### src/rtl/skid_pipeline.sv
// Chain of full-throughput skid-buffer stages on a valid/ready/data stream.
// Every stage registers both the forward (valid/data) and backward (ready) paths.
module skid_pipeline #(
  parameter int          DATA_BUS_W = 32,
  parameter int          NB_STAGES  = 2,
  parameter int unsigned LEVEL_W    = (NB_STAGES == 0) ? 1 : $clog2(2 * NB_STAGES + 1)
) (
  input  logic                  aclk,
  input  logic                  aresetn,
  input  logic                  srst,
  input  logic                  i_valid,
  output logic                  i_ready,
  input  logic [DATA_BUS_W-1:0] i_data,
  output logic                  o_valid,
  input  logic                  o_ready,
  output logic [DATA_BUS_W-1:0] o_data,
  output logic [LEVEL_W-1:0]    level
);

  typedef enum logic [1:0] {
    EMPTY = 2'd0,
    BUSY  = 2'd1,
    FULL  = 2'd2
  } stage_state_e;

  generate
    if (NB_STAGES == 0) begin : g_wire
      assign i_ready = o_ready;
      assign o_valid = i_valid;
      assign o_data  = i_data;
      assign level   = '0;
    end else begin : g_chain
      logic [NB_STAGES:0]  vld;
      logic [NB_STAGES:0]  rdy;
      logic [DATA_BUS_W-1:0] dat [0:NB_STAGES];
      logic                accept_en;
      logic [LEVEL_W-1:0]  level_q;
      logic                in_hs;
      logic                out_hs;

      assign vld[0]         = i_valid;
      assign dat[0]         = i_data;
      assign rdy[NB_STAGES] = o_ready;
      assign i_ready        = rdy[0];
      assign o_valid        = vld[NB_STAGES];
      assign o_data         = dat[NB_STAGES];
      assign level          = level_q;

      assign in_hs  = vld[0] & rdy[0];
      assign out_hs = vld[NB_STAGES] & rdy[NB_STAGES];

      // Holds i_ready low through reset and for the cycle after any clear.
      always_ff @(posedge aclk or negedge aresetn) begin
        if (!aresetn)  accept_en <= 1'b0;
        else if (srst) accept_en <= 1'b0;
        else           accept_en <= 1'b1;
      end

      always_ff @(posedge aclk or negedge aresetn) begin
        if (!aresetn) begin
          level_q <= '0;
        end else if (srst) begin
          level_q <= '0;
        end else begin
          case ({in_hs, out_hs})
            2'b10:   level_q <= level_q + LEVEL_W'(1);
            2'b01:   level_q <= level_q - LEVEL_W'(1);
            default: level_q <= level_q;
          endcase
        end
      end

      for (genvar k = 0; k < NB_STAGES; k++) begin : g_stage
        stage_state_e          state;
        logic [DATA_BUS_W-1:0] m_q;
        logic [DATA_BUS_W-1:0] s_q;
        logic                  st_in_hs;
        logic                  st_out_hs;

        if (k == 0) begin : g_head
          assign rdy[k] = (state != FULL) & accept_en & ~srst;
        end else begin : g_body
          assign rdy[k] = (state != FULL);
        end

        assign vld[k+1]  = (state != EMPTY);
        assign dat[k+1]  = m_q;
        assign st_in_hs  = vld[k] & rdy[k];
        assign st_out_hs = vld[k+1] & rdy[k+1];

        always_ff @(posedge aclk or negedge aresetn) begin
          if (!aresetn) begin
            state <= EMPTY;
            m_q   <= '0;
            s_q   <= '0;
          end else if (srst) begin
            state <= EMPTY;
            m_q   <= '0;
            s_q   <= '0;
          end else begin
            case (state)
              EMPTY: begin
                if (st_in_hs) begin
                  m_q   <= dat[k];
                  state <= BUSY;
                end
              end
              BUSY: begin
                if (st_in_hs && st_out_hs) begin
                  m_q <= dat[k];
                end else if (st_in_hs) begin
                  s_q   <= dat[k];
                  state <= FULL;
                end else if (st_out_hs) begin
                  state <= EMPTY;
                end
              end
              FULL: begin
                if (st_out_hs) begin
                  m_q   <= s_q;
                  state <= BUSY;
                end
              end
              default: state <= EMPTY;
            endcase
          end
        end
      end
    end
  endgenerate

endmodule

### config.mk
export PLATFORM = sky130hd
export DESIGN_NAME = skid_pipeline
export DESIGN_NICKNAME = d
export VERILOG_FILES = /design/src/rtl/skid_pipeline.sv
export SDC_FILE = /design/constraint.sdc
export NUM_CORES = 1
export LEC_CHECK = 0
export CAP_MARGIN = 20
export CORE_UTILIZATION = 51
export DETAILED_ROUTE_END_ITERATION = 10
export GPL_ROUTABILITY_DRIVEN = 0
export PLACE_DENSITY = 0.8
export SETUP_SLACK_MARGIN = 0.15
export SYNTH_ARGS = -nofsm -noshare
export SYNTH_HDL_FRONTEND = slang
export SYNTH_SLANG_ARGS = --single-unit
### constraint.sdc
create_clock -name aclk -period 2.15 [get_ports aclk]
set_clock_uncertainty 0.15 [all_clocks]
set_input_delay 0.43 -clock aclk [delete_from_list [all_inputs] [get_ports aclk]]
set_output_delay 0.43 -clock aclk [all_outputs]
set_load 0.1 [all_outputs]
### Wiring by layer, run 1

Two of the layers only.
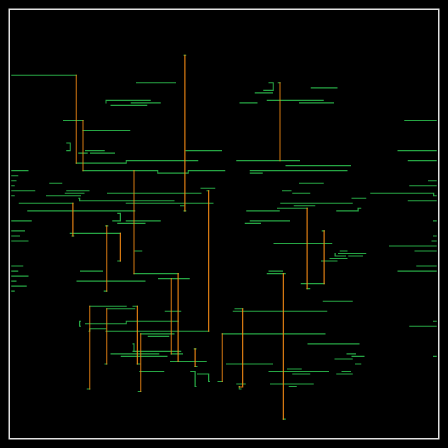
| layer | color | wire length |
|---|---|---|
| M4 | orange | 429 um |
| M3 | green | 1130 um |

### Cells colored by class, run 1

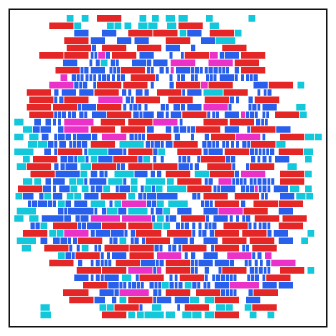
| class | color | cells |
|---|---|---|
| registers | red | 136 |
| clock drivers and dummy loads | magenta | 32 |
| remaining buffers and delay cells | cyan | 122 |
| remaining logic cells | blue | 485 |

### Ports around the boundary, run 1

Pins as bars across the die edge, other pins in gray.
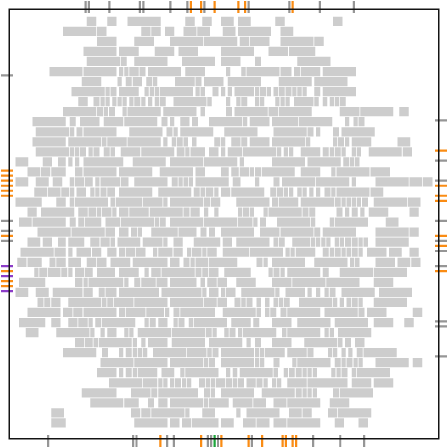
| port | color | pins | direction | edge |
|---|---|---|---|---|
| o_ready | green | 1 | input | bottom |
| i_data | orange | 32 | input | 10 left, 9 bottom, 7 right, 6 top |
| level | purple | 3 | output | left |
all pins by edge: 22 bottom, 18 top, 17 left, 17 right

run 1: power by group:
group	internal, uW	switching [uW]	total [uW]
sequential	2690	102	2790
clock	2080	1110	3190
combinational	454	814	1270
run 1: worst max-delay path, stage by stage (launching register included):
cell	delay, ns
dfrtp_2	0.52
nor4bb_4	0.42
o21ai_2	0.11
o311ai_4	0.12
buf_12	0.25
mux2_1	0.35
run 1: per-layer routing:
layer  GRT usage, %  part of all wire [%]  vias up  wire length, um
li1               -                     -     2424                -
met1           32.6                    40     2655             6800
met2           43.8                    51      255             8560
met3           5.75                   6.7       44             1130
met4           13.1                   2.5        0              428
met5              0                     0        -                0
run 1: registers in the layout, summed over array words and instances (netlist names):
name / cells
g_chain.accept_en: 1
g_chain.g_stage.s_q: 64
o_data: 32
g_chain.g_stage.state: 4
level: 3
g_chain.g_stage.m_q: 32
run 1: cells in the final DEF, fill, tap and decap left out, drive strengths merged, types with 2 or more instances in the layout:
cell type and count:
bufinv 5, dfrtp 136, nand2b 2, o21ai 6, a21oi 116, nor2b 3, clkdlybuf4s50 34, nor3b 2
clkinv 3, buf 86, nor3 4, nand2 228, clkbuf 21, and3 19, a21o 16, clkinvlp 4
mux2 65, nor2 8, inv 3
run 1: cells in the mapped netlist (4+ instances only):
cell and number:
nand2_1 228, dfrtp_1 136, a21oi_1 116, mux2_4 60
clkbuf_1 24, buf_2 20, and3_1 19, a21o_1 16
nor2_1 7, buf_6 6, mux2_1 5, nor3_1 4
o21ai_0 4
run 1: per-stage QoR:
step                      total power, uW  setup TNS (ns)  hold WS [ns]  cells
final                                7250               0         0.143    947
after global routing                 7490               0         0.152    947
after CTS                            7260               0         0.129    941
after detailed placement             4070          -10.60         0.289    905
after global placement               4040           -8.09         0.285    905
after floorplan                      3680               0       -0.0156    673
==> run notes, run 1 <==
The script parses the final routing iteration and logs DRC violations as 0. As logged by OpenROAD, the buffers inserted on ports number 73. The path class of the tightest hold or removal check is input pin to flop. For the worst min-delay path, the startpoint reported by OpenROAD is srst. The run gives 0.00341 mm2 as the footprint of the flip-flops and latches. The run gives 14.6% for the multiplexer area fraction after synthesis. The run gives 17.3% for the share of synthesized cell area in and, or, nand and nor gates. The post-synthesis average cell area works out to 9.84 um2. From left edge to right edge, the die measures 116 um. The number of distinct library cell variants in the gate-level netlist after synthesis was 35; the least setup slack across all paths after layout was 0.0827 ns. After routing the design area is 0.00849 mm2. With the antenna diode instance count at 0, the share of post-route cells with drive strength above 1 is 25.7%.

For reference, the clock transition at the flip-flops on the worst setup and hold paths is 0.06 ns. The largest fanout of any net on the critical path is 20, and the total wire length is 16.9 mm. For the via count of the first global-routing pass, the log shows 5601.

Cell count in the Yosys report: 673. The die covers 0.0134 mm2. In the final layout, the fill cell count is 945. For reference, XOR and XNOR gates occupy 0% of the area reported after synthesis. The logs give 0 for the number of hold violations in the final report and -0.243 ns for the setup slack at placement.

With the iteration count of the initial detailed-routing pass at 7, the endpoint arrival time on the critical path is 2.21 ns. Counting flops with a built-in enable in the synthesized netlist gives 0. Number of vias per cell: 5.68.

The worst hold path terminates at level[1]. The warning count from the yosys run was 0. The class occupying the most area after layout is reported as flip-flops and latches. Summing the sequential cell areas from Yosys gives 51.4% of the chip area.

For this design, the sink count on the clock tree is 136. The non-clock inverters instantiated in the layout total 3. With the async set or reset register ratio after synthesis at 100%, the worst-case vdd ir drop is 448 uV.

The synthesized netlist devotes 12.2% of its cell area to compound gates. Per the layout report, the design carries 122 non-clock buffers. STA classifies the critical path endpoint as a flop. Between the synthesized netlist and the finished layout, the area growth was recorded as 28.2%. The run gives 482 as the total number of multi-input combinational cells. During I/O placement, the number of pins put on the boundary was 74. Flop share of the area: 40.1%. For the final-stage net count, the log shows 800.

The final core utilization is 67.3%. The tools report the origin of the critical flop-to-flop path as g_chain.g_stage[0].state[1]. With the per-cell routed wire length at 17.9 um, the clock-cell share of area is 7.61%.

Origin of the worst setup path: g_chain.g_stage[0].state[1]. For the total of endpoints with negative setup slack in the final report, the log shows 0. For the pin count of the biggest net entering global routing, the log shows 72. The tools report the element type at the critical path start as a flop. The tools report the count of clock buffers in the final design as 20. The final max-slew violation count was 0; the initial antenna violation count was 0.

The net count after synthesis is 711. For flop-to-flop paths, the worst setup slack is 0.08 ns. Per the log, the first TritonRoute iteration ended with a DRC count of 416. Setup repair after global routing could not meet its margin everywhere.

After clock tree synthesis, the repair step resized 6 gates. The root buffer cell chosen for the clock tree is clkbuf_16. Dominant synthesized flop cell: dfrtp_1.

The initialized floorplan defines 41 standard-cell rows. The destination of the critical timing path is g_chain.g_stage[0].m_q[3]. The combinational share of cell area was 35.4%; the power per standard cell area was 854 mW/mm2.

The tally of OpenROAD warnings came out at 29. The area share of the leading cell type in the synthesized netlist is 51.4%. The synthesized netlist has a Yosys-reported chip area of 0.00662 mm2. The logs give 2 for the maximum buffer depth of the clock tree and 484 MHz for the fmax. OpenROAD reports that the post-layout worst path occupies 96.2% of the period. Of the combinational cells, the family taking the most area is simple AND/OR/NAND/NOR gates.

The tools report the headroom to the max-slew limit as 62.5%. The worst-case reg-to-reg path depth is 5. In the floorplan report the effective utilization is 52.5%. The routed layout has 5378 vias. For the total of hold buffers inserted after clock tree synthesis, the log shows 1. For the final global-route overflow total, the log shows 0. The layout report lists the multi-input gate area as 0.00300 mm2.

For reference, the most critical setup path is categorized as flop to flop. The leakage power summed over all cells was 0.00412 uW. The clock reaches the later pin of the worst-skew pair after 0.42 ns.

The top cell type by total area after synthesis is dfrtp_1. TritonCTS built the clock tree. The first global-routing pass estimated 27.0 mm of wire.

The floorplan report lists the tap cell count as 172. Per the timing report, the most critical flop-to-flop path finishes at g_chain.g_stage[0].m_q[3]. The slew at the pin closest to its max-slew limit is 0.562 ns. After detailed placement, the total cell area comes to 0.00766 mm2. With the gate count after technology mapping at 673, the overall die height is 116 um.

The OpenROAD report gives the critical path a required time of 2.30 ns. Post-CTS timing repair inserted 3 buffers for setup. The number of clock buffers added by TritonCTS is 17.

Of the total synthesized cell area, the portion taken by full adders, half adders and majority gates is 0.302%. In the post-synthesis netlist, the biggest area contributors are dfrtp_1, mux2_4, nand2_1. The maximum level of the CTS H-tree was 4.

The number of storage elements in the synthesis netlist is 136. Netlist area before placement: 0.00662 mm2. Per the post-route antenna check, the number of violating nets is 0. The flow ran to the end, and the final reports show no timing, DRC or antenna violations. The run gives 0.0126 mm2 for the area of the core. The layout buffering overhead excluding clock cells was 14.2%. Overall routing resource usage recorded by global route was 26.3%. Across the run, the number of max-cap violations was 0. The final layout contains a sequential cell count of 136.

The final critical path time including I/O delays and setup is 2.07 ns. The worst hold path was traced through 2 stages. The half-perimeter wire length after placement is 10.1 mm.
### Routed clock nets over the placement, run 1

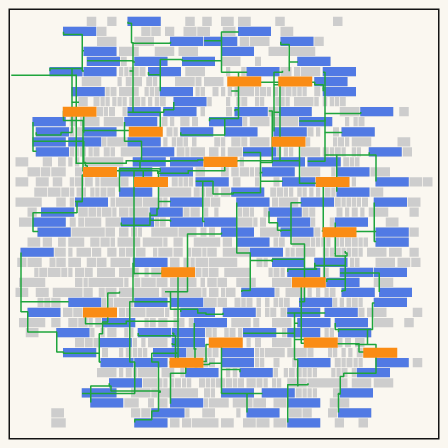

==> run 2, diff against run 1 <==
--- a/config.mk
+++ b/config.mk
@@ -10,6 +10,7 @@
 export DETAILED_ROUTE_END_ITERATION = 10
 export GPL_ROUTABILITY_DRIVEN = 0
 export PLACE_DENSITY = 0.8
+export RECOVER_POWER = 100
 export SETUP_SLACK_MARGIN = 0.15
 export SYNTH_ARGS = -nofsm -noshare
 export SYNTH_HDL_FRONTEND = slang
### Routed clock nets over the placement, run 2

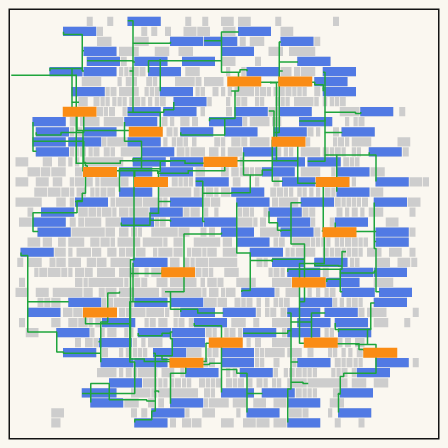
[flip-flops] blue | count: 136
[clock-net drivers] orange | count: 17
[clock wires] green | length: 1690 um
flops lie: spread over the die

### Track usage over the die, run 2

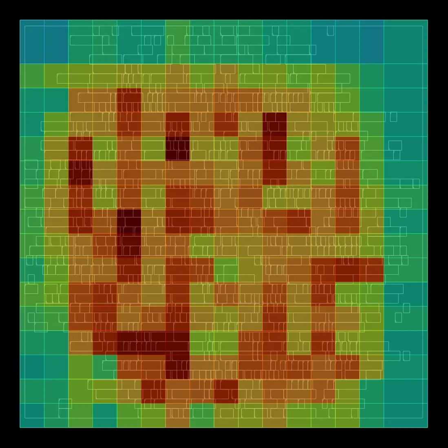
met2 Usage GRT: 43.8%
utilization of the core after routing: 65.1%
layer with the highest usage: met2
met3 Use GR: 5.75%

### Cells colored by class, run 2

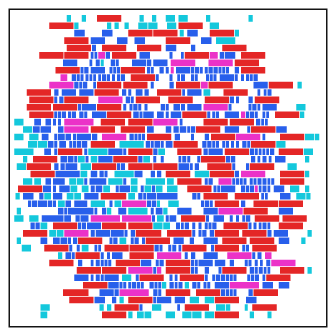
| class | color | cells |
|---|---|---|
| remaining logic cells | blue | 485 |
| registers | red | 136 |
| remaining buffers and delay cells | cyan | 122 |
| clock drivers and dummy loads | magenta | 32 |

==> run notes, run 2 <==
The run gives 0.00400 uW (was 0.00412 uW) as the leakage power summed over all cells. The area of placed instances was 0.00766 mm2 (unchanged); the total nets after synthesis was 711 (unchanged). The element type at the critical path start is a flop (unchanged). With the async set or reset register ratio after synthesis at 100% (unchanged), the number of cells after detailed placement is 905 (unchanged).

The clock-pin slew reported for the worst setup and hold paths after clock tree synthesis is 0.06 ns (about the same). The fmax is 484 MHz (about the same), and the post-synthesis average cell area is 9.84 um2 (unchanged). The worst-case reg-to-reg path depth was 5 (unchanged). The maximum buffer depth of the clock tree came out at 2 (unchanged). The count of flip-flops with a built-in enable after synthesis was 0 (unchanged).

The total DRC errors in the routed layout is 0 (unchanged). The run gives 673 (unchanged) for the cell count in the Yosys report. Type of the worst min-delay path: input pin to flop (unchanged). Number of flip-flops in the largest register: 64 (unchanged). Most numerous logic cells after layout: nand2_1, dfrtp_1, a21oi_1 (unchanged). The amount of wire on met2 after detailed routing is 8.51 mm (was 8.56 mm).

Instance count on the critical path: 5 (unchanged). The die boundary width works out to 116 um (unchanged). The final-layout worst hold slack is 0.143 ns (about the same).

The pin count of the biggest net entering global routing was 72 (unchanged); the cell area after layout was 0.00822 mm2 (was 0.00849 mm2). For the antenna diode instance count, the log shows 0 (unchanged). The cell type of the slowest stage on the worst timing path was dfrtp_2 (unchanged). Leading post-synthesis cells by cell area: dfrtp_1, mux2_4, nand2_1 (unchanged).

The run gives 2.30 ns (about the same) for the data required time at the worst endpoint. The top routing layer in use was met4 (unchanged). Slew at the pin closest to its max-slew limit: 0.806 ns (was 0.562 ns).

The tools report the count of non-filler cells in the finished layout as 947 (unchanged). The cell chosen for the clock root was clkbuf_16 (unchanged). The area share of the leading cell type in the synthesized netlist was 51.4% (unchanged). The tools report the area of the core as 0.0126 mm2 (unchanged). The kind of capture point of the worst setup path is a flop (unchanged). Clock sink count: 136 (unchanged). The tools report the number of buffers created by CTS as 17 (unchanged).

The dominant synthesized flop cell was dfrtp_1 (unchanged). The least setup slack across all paths after layout is 0.0832 ns (was 0.0827 ns), and the stage delay of the slowest cell on the critical path is 0.52 ns (about the same). Headroom to the max-slew limit: 46.3% (was 62.5%). For the number of distinct library cell variants in the gate-level netlist after synthesis, the log shows 35 (unchanged). The run gives 0 (unchanged) for the warning count from the yosys run. Power per standard cell area: 868 mW/mm2 (was 854 mW/mm2). The run gives 20 (unchanged) for the largest fanout of any net on the critical path.

The run gives 5 (was 7) for the iteration count of the initial detailed-routing pass. The run gives 41 (unchanged) for the standard-cell row count. The share of the clock period used by the worst path came out at 96.1% (was 96.2%).

The gate count after technology mapping was 673 (unchanged). The half-perimeter wire length after placement was 10.1 mm (unchanged); the number of vias per cell was 5.69 (was 5.68). The tools report the initial antenna violation count as 0 (unchanged).

The logs give 27.0 mm (unchanged) for the global-route wire length before repair and 0 (unchanged) for the final global-route overflow total. The overall die height came out at 116 um (unchanged). With the setup slack at placement at -0.243 ns (unchanged), the max-capacitance violation count is 0 (unchanged). Commonest non-fill, non-tap cell in the layout: nand2_1 (unchanged). The number of cells on the worst hold path came out at 2 (unchanged).

The share of post-route cells with drive strength above 1 was 22.3% (was 25.7%); the tally of OpenROAD warnings was 29 (unchanged). The run gives 0.00662 mm2 (unchanged) as the netlist area before placement. Post-synthesis cell type with the largest instance count: nand2_1 (unchanged). Gate family responsible for the most delay along the worst path: flip-flops (unchanged). The logs give 32.6% (unchanged) for the met1 track demand over resource in global routing and 433 uV (was 448 uV) for the worst-case vdd ir drop. The run gives 26.3% (unchanged) for the overall routing resource usage. The relative area change from synthesis to final layout was 24.1% (was 28.2%). The logs give 16.8 mm (was 16.9 mm) for the total wire length and 4 (unchanged) for the maximum level of the CTS H-tree.

The sum of negative setup slack is 0 ns (unchanged). Synth cell count leaders: nand2_1, dfrtp_1, a21oi_1 (unchanged). The count of port buffers added during placement is 73 (unchanged).

The count of antenna-violating nets left after detailed routing was 0 (unchanged). The run gives 0.00662 mm2 (unchanged) for the chip area from the yosys synthesis statistics. Critical setup path kind: flop to flop (unchanged).

The number of DRC markers in iteration 0 came out at 454 (was 416). The logs give 0.42 ns (about the same) for the insertion delay of the later-clocked pin in the worst-skew pair and 800 (unchanged) for the final-stage net count. For the die outline area, the log shows 0.0134 mm2 (unchanged).

The logs give 0 (unchanged) for the total of endpoints with negative setup slack in the final report and 1.12 mm (was 1.13 mm) for the detailed route wirelength on metal3. The via count of the first global-routing pass is 5601 (unchanged), and the sequential cell area fraction in the yosys report is 51.4% (unchanged). The most flop-heavy register is g_chain.g_stage.s_q (unchanged). The run gives 2.21 ns (about the same) as the endpoint arrival time on the critical path. The total routed wire length on the met1 layer is 6.76 mm (was 6.80 mm), and the final critical path time including I/O delays and setup is 2.07 ns (about the same). The run finished with clean final reports. For the count of boundary I/O pins, the log shows 74 (unchanged).

TritonCTS built the clock tree. For the total number of vias, the log shows 5390 (was 5378).
[run 2: path summary, 6_finish.rpt]
path                                                  start                           to  slack (ns)
worst max-delay path            g_chain.g_stage[0].state[1]    g_chain.g_stage[0].m_q[3]        0.08
worst min-delay path                                   srst                     level[1]        0.14
worst max register to register  g_chain.g_stage[0].state[1]    g_chain.g_stage[0].m_q[3]        0.08
worst min register to register                   o_data[12]                   o_data[12]        0.34
max in group asynchronous                           aresetn   g_chain.g_stage[1].s_q[22]        0.37
min in group asynchronous                           aresetn  g_chain.g_stage[0].state[1]        0.51
[run 2: final cells by class]
cell class | instances | area, um2
inverter | 3 | 11.3
timing repair buffer | 122 | 1020
multi-input combinational | 482 | 2910
sequential | 136 | 3410
tap | 172 | 215
clock buffer | 20 | 447
fill | 1010 | 4400
clock inverter | 12 | 199
[run 2: cells by family after synthesis]
group                    share of synthesized area, %
AND/OR/NAND/NOR                                  17.3
multiplexers                                     14.6
adder cells (fa/ha/maj)                         0.302
buffers and inverters                            4.29
flip-flops                                       51.4
AND-OR/OR-AND                                    12.2
[run 2: timing repair]
item | in CTS | in global routing
gates cloned | 0 | 1
endpoints found under the hold margin | 52 | 0
hold buffers | 1 | 0
buffers inserted | 3 | 5
gates resized | 6 | 14
pin swaps | 0 | 2
endpoints found under the setup margin | 39 | 89
[run 2: worst reg2reg max path: stages (launching register included)]
cell and delay [ns]:
dfrtp_2 0.52, nor4bb_4 0.42, o21ai_2 0.11, o311ai_4 0.12, buf_12 0.25, mux2_1 0.37
[run 2: where the power goes]
group / leakage [uW] / internal [uW] / total [uW] / switching, uW
Sequential: 0.00184 / 2690 / 2780 / 97.1
Combinational: 0.00186 / 354 / 1160 / 804
Clock: 0.000302 / 2080 / 3190 / 1110
Total: 0.00400 / 5120 / 7130 / 2010
Power and IR drop assume default switching activity.
